**src/rtl/npu_spi_master.sv**
```systemverilog
// SPI mode-0 master that ships one 32-bit command frame to the NPU per host request.
// For start-compute commands it then waits, up to a bounded time, for npu_done.
`timescale 1ns/1ps
module npu_spi_master #(
    parameter int unsigned CLK_DIV  = 4,
    parameter int unsigned CS_SETUP = 2,
    parameter int unsigned CS_HOLD  = 2,
    parameter int unsigned TIMEOUT  = 1024
) (
    input  logic       clk,
    input  logic       rst_n,
    input  logic       req_valid,
    output logic       req_ready,
    input  logic [7:0] req_cmd,
    input  logic [2:0] req_tile_i,
    input  logic [2:0] req_tile_j,
    input  logic [2:0] req_op,
    input  logic [7:0] req_data,
    output logic       rsp_valid,
    output logic [7:0] rsp_data,
    output logic       rsp_timeout,
    output logic       busy,
    output logic       sclk,
    output logic       mosi,
    output logic       cs_n,
    input  logic       miso,
    input  logic       npu_done
);

    localparam int unsigned DivW = (CLK_DIV > 1) ? $clog2(CLK_DIV) : 1;
    localparam logic [DivW-1:0] DivLast = DivW'(CLK_DIV - 1);
    localparam logic [7:0] CmdStart = 8'h02;

    typedef enum logic [2:0] {
        StIdle,
        StSetup,
        StShift,
        StHold,
        StWaitDone,
        StResp
    } state_e;

    state_e            state_q, state_d;
    logic [31:0]       frame_q, frame_d;
    logic [7:0]        cmd_q, cmd_d;
    logic [5:0]        bit_cnt_q, bit_cnt_d;
    logic [DivW-1:0]   div_cnt_q, div_cnt_d;
    logic [31:0]       cnt_q, cnt_d;
    logic              sclk_q, sclk_d;
    logic              cs_n_q, cs_n_d;
    logic [7:0]        rx_q, rx_d;
    logic              timeout_q, timeout_d;
    logic              ready_q;

    always_comb begin
        state_d   = state_q;
        frame_d   = frame_q;
        cmd_d     = cmd_q;
        bit_cnt_d = bit_cnt_q;
        div_cnt_d = div_cnt_q;
        cnt_d     = cnt_q;
        sclk_d    = sclk_q;
        cs_n_d    = cs_n_q;
        rx_d      = rx_q;
        timeout_d = timeout_q;
        unique case (state_q)
            StIdle: begin
                if (req_valid && req_ready) begin
                    state_d   = StSetup;
                    frame_d   = {req_cmd, 2'b00, req_tile_i, req_tile_j, 5'b00000, req_op,
                                 req_data};
                    cmd_d     = req_cmd;
                    bit_cnt_d = '0;
                    div_cnt_d = '0;
                    cnt_d     = '0;
                    cs_n_d    = 1'b0;
                    timeout_d = 1'b0;
                end
            end
            StSetup: begin
                if (cnt_q == 32'(CS_SETUP - 1)) begin
                    // First rising edge: sample miso on the edge that raises sclk.
                    state_d   = StShift;
                    sclk_d    = 1'b1;
                    div_cnt_d = '0;
                    rx_d      = {rx_q[6:0], miso};
                end else begin
                    cnt_d = cnt_q + 32'd1;
                end
            end
            StShift: begin
                if (div_cnt_q == DivLast) begin
                    div_cnt_d = '0;
                    if (sclk_q) begin
                        sclk_d    = 1'b0;
                        frame_d   = {frame_q[30:0], 1'b0};
                        bit_cnt_d = bit_cnt_q + 6'd1;
                    end else if (bit_cnt_q == 6'd32) begin
                        state_d = StHold;
                        cnt_d   = '0;
                    end else begin
                        sclk_d = 1'b1;
                        rx_d   = {rx_q[6:0], miso};
                    end
                end else begin
                    div_cnt_d = div_cnt_q + DivW'(1);
                end
            end
            StHold: begin
                if (cnt_q == 32'(CS_HOLD - 1)) begin
                    cs_n_d  = 1'b1;
                    cnt_d   = '0;
                    state_d = (cmd_q == CmdStart) ? StWaitDone : StResp;
                end else begin
                    cnt_d = cnt_q + 32'd1;
                end
            end
            StWaitDone: begin
                // A done seen in the terminal-count cycle takes priority over timeout.
                if (npu_done) begin
                    state_d   = StResp;
                    timeout_d = 1'b0;
                end else if (cnt_q == 32'(TIMEOUT - 1)) begin
                    state_d   = StResp;
                    timeout_d = 1'b1;
                end else begin
                    cnt_d = cnt_q + 32'd1;
                end
            end
            StResp: begin
                state_d = StIdle;
            end
            default: begin
                state_d = StIdle;
            end
        endcase
    end

    always_ff @(posedge clk or negedge rst_n) begin
        if (!rst_n) begin
            state_q   <= StIdle;
            frame_q   <= '0;
            cmd_q     <= '0;
            bit_cnt_q <= '0;
            div_cnt_q <= '0;
            cnt_q     <= '0;
            sclk_q    <= 1'b0;
            cs_n_q    <= 1'b1;
            rx_q      <= '0;
            timeout_q <= 1'b0;
            ready_q   <= 1'b0;
        end else begin
            state_q   <= state_d;
            frame_q   <= frame_d;
            cmd_q     <= cmd_d;
            bit_cnt_q <= bit_cnt_d;
            div_cnt_q <= div_cnt_d;
            cnt_q     <= cnt_d;
            sclk_q    <= sclk_d;
            cs_n_q    <= cs_n_d;
            rx_q      <= rx_d;
            timeout_q <= timeout_d;
            ready_q   <= 1'b1;
        end
    end

    // ready_q keeps req_ready low during reset and for the reset-release edge.
    assign req_ready   = ready_q && (state_q == StIdle);
    assign busy        = (state_q != StIdle);
    assign rsp_valid   = (state_q == StResp);
    assign rsp_timeout = rsp_valid && timeout_q;
    assign rsp_data    = rx_q;
    assign sclk        = sclk_q;
    assign cs_n        = cs_n_q;
    assign mosi        = frame_q[31] & ~cs_n_q;

endmodule

```
**config.mk**
```make
export PLATFORM = sky130hd
export DESIGN_NAME = npu_spi_master
export DESIGN_NICKNAME = d
export VERILOG_FILES = /design/src/rtl/npu_spi_master.sv
export SDC_FILE = /design/constraint.sdc
export NUM_CORES = 1
export LEC_CHECK = 0
export ABC_AREA = 1
export CAP_MARGIN = 20
export CORE_ASPECT_RATIO = 1.1
export CORE_MARGIN = 1
export CORE_UTILIZATION = 55
export CTS_CLUSTER_SIZE = 25
export DETAILED_ROUTE_END_ITERATION = 8
export PLACE_DENSITY_LB_ADDON = 0.3
export SYNTH_ARGS = -nofsm -noshare
export SYNTH_HDL_FRONTEND = slang
export SYNTH_SLANG_ARGS = --single-unit
```
**constraint.sdc**
```tcl
create_clock -name clk -period 2.8 [get_ports clk]
set_clock_uncertainty 0.2 [all_clocks]
set_input_delay 0.28 -clock clk [delete_from_list [all_inputs] [get_ports clk]]
set_output_delay 0.28 -clock clk [all_outputs]
set_load 0.02 [all_outputs]
```
clk_routes.png
(4 px per um)
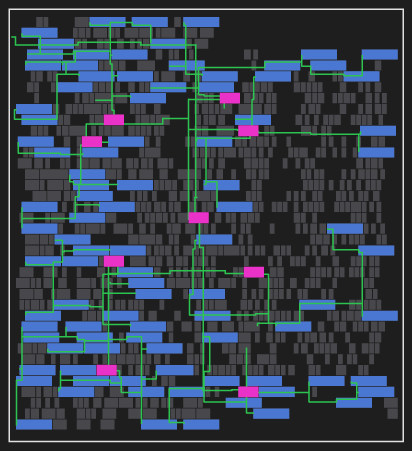
Key: clock wires = green [length 1,200 um]; clock drivers = magenta [count 9]; flip-flops = blue [count 95]
Position of the flops: all over the die. There are 10 routed clock nets.

io_fan.png
(4 px per um)
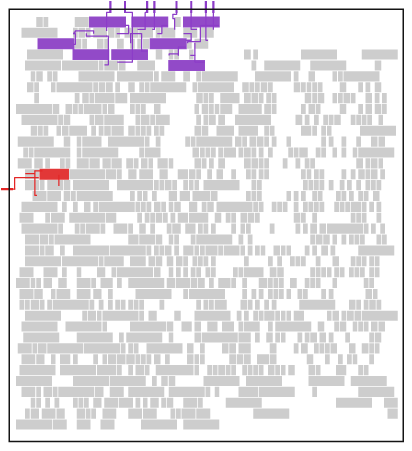
Key: req_ready = red [bits 1, direction output, end cells 1, wire 23.0 um]; rsp_data = purple [bits 8, direction output, end cells 8, wire 138 um]

congestion.png
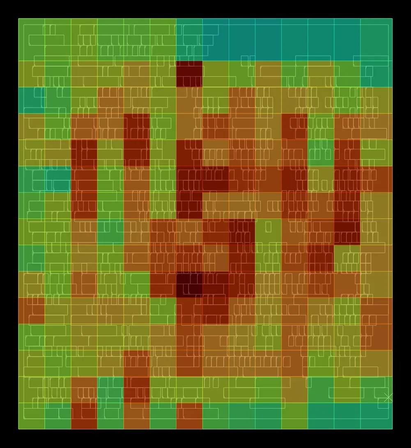
met1 Usage GRT: 0.342
Post-Route Utilization: 0.641

==> results.toml <==
# physical design summary
[critical_path]
crit_family = "simple AND/OR/NAND/NOR gates"
crit_type = "reg -> reg"
critical_path.most_common_cell = "nand2_1"
critPathArrivalTime_ps = 2620
reg2reg_to = "cnt_q[18]"
r2r_slack_ps = 310
max_stage_delay_ps = 490
crit_path_start = "cnt_q[0]"
start_kind = "register"
endpoint = "cnt_q[18]"
critPathSlowestCell = "dfrtp_1"

[logic_synthesis]
ys_sh_mux = 0
ys_cells = 817
ys_sh_xor = 0.0141
numSynthFlops = 95
synthAoiAreaFrac = 0.0824
ff_type = "dfrtp_1"
synth-async-reset-ratio = 1.00
edf_count = 0
synth_warnings = 0

[pwr]
leakage_nw = 3.04
power-top-group = "combinational logic"
pg_clk_w = 0.000913
power.density_mw_per_mm2 = 689
internal_power_w = 0.00250
swShare = 0.427

[final_layout]
layout_top_cell = "nand2_1"
antenna_cells = 0
seqAreaFraction = 0.375
clk_share = 0.0316
inv_count = 68
sh_comb_area = 0.444
clock_buffers = 10
fill_cells = 914
fin_area_mm2 = 0.00634
stdcell_count = 982
n_all_buffers = 57

[global_route]
busiest_layer = "met2"
grt_overflow = 0
met2_usage = 0.534
antenna_found_initial = 0
grt_pass1_wl_mm = 24.7
grt_pass1_vias = 5382

[status]
violations = "design-rule violations"
status = "finished with violations"

[placement]
place.gp.congestion = 0.928
dpl.cell_count = 965
dpl.hpwl_mm = 10.3

[timing]
relSlewSlack = 0.622
fmax_ghz = 0.401
post-route-min-period_ps = 2490

[cts]
postCtsHoldBufs = 1
cts-htree-levels = 3
clk_root_buffer_cell = "clkbuf_8"
numCtsBuffers = 9
clock_latency_ps = 390
clockBufferDepth = 2
clkTransAtPathRegs_ps = 100

[job]
warnings = 28

[die]
die_area_mm2 = 0.0106
pin_count = 45
die_h_um = 108
rows = 38

[drt]
drcViolationCount = 1
dr.pass1.iters = 7
highest_layer = "met4"
metal_density.png
(3 px per um) 20 x 22 tiles, from white (low) to dark blue (high), scaled to the fullest tile. Values are wire area over tile area, all layers added.
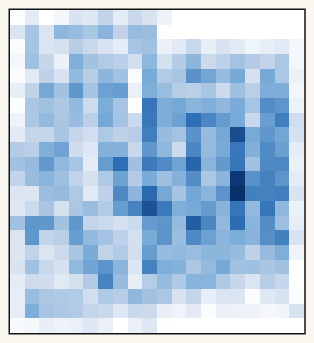
The mean over all tiles is 0.21. 8.2% of the tiles are nearly empty. The fullest tile reaches 0.65.
WL/cell: 14.4 um
Global Route Usage Sum: 0.294
DRT Wirelength: 14.1 mm
DR vias: 5,397

logic_types.png
(3 px per um)
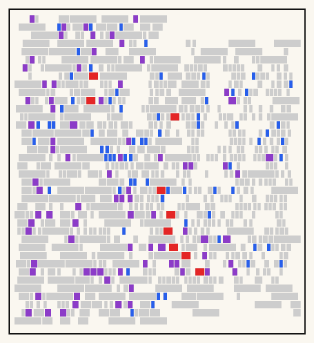
Key: inverting AOI/OAI gates = purple [cells 81, most used o21ai_0]; inverters = blue [cells 68, most used inv_1]; XOR/XNOR gates = red [cells 9, most used xor2_1]

Yosys cell counts (3+ instances only):
master | n | area, um2
clkbuf_1 | 6 | 22.5
buf_4 | 3 | 22.5
nor2_4 | 3 | 33.8
inv_2 | 4 | 15.0
nand3_2 | 3 | 30.0
xor2_1 | 7 | 61.3
ha_1 | 5 | 62.6
o22ai_1 | 23 | 144
buf_2 | 18 | 90.1
o21ai_1 | 3 | 15.0
nand3_1 | 95 | 475
dfrtp_1 | 94 | 2350
a21oi_1 | 22 | 110
o21ai_0 | 26 | 130
nor2_1 | 135 | 507
nand2_1 | 277 | 1040
o21bai_1 | 5 | 37.5
inv_1 | 64 | 240
nand2_2 | 6 | 37.5
Power figures rest on the tool's default switching activity, not on a simulated workload.
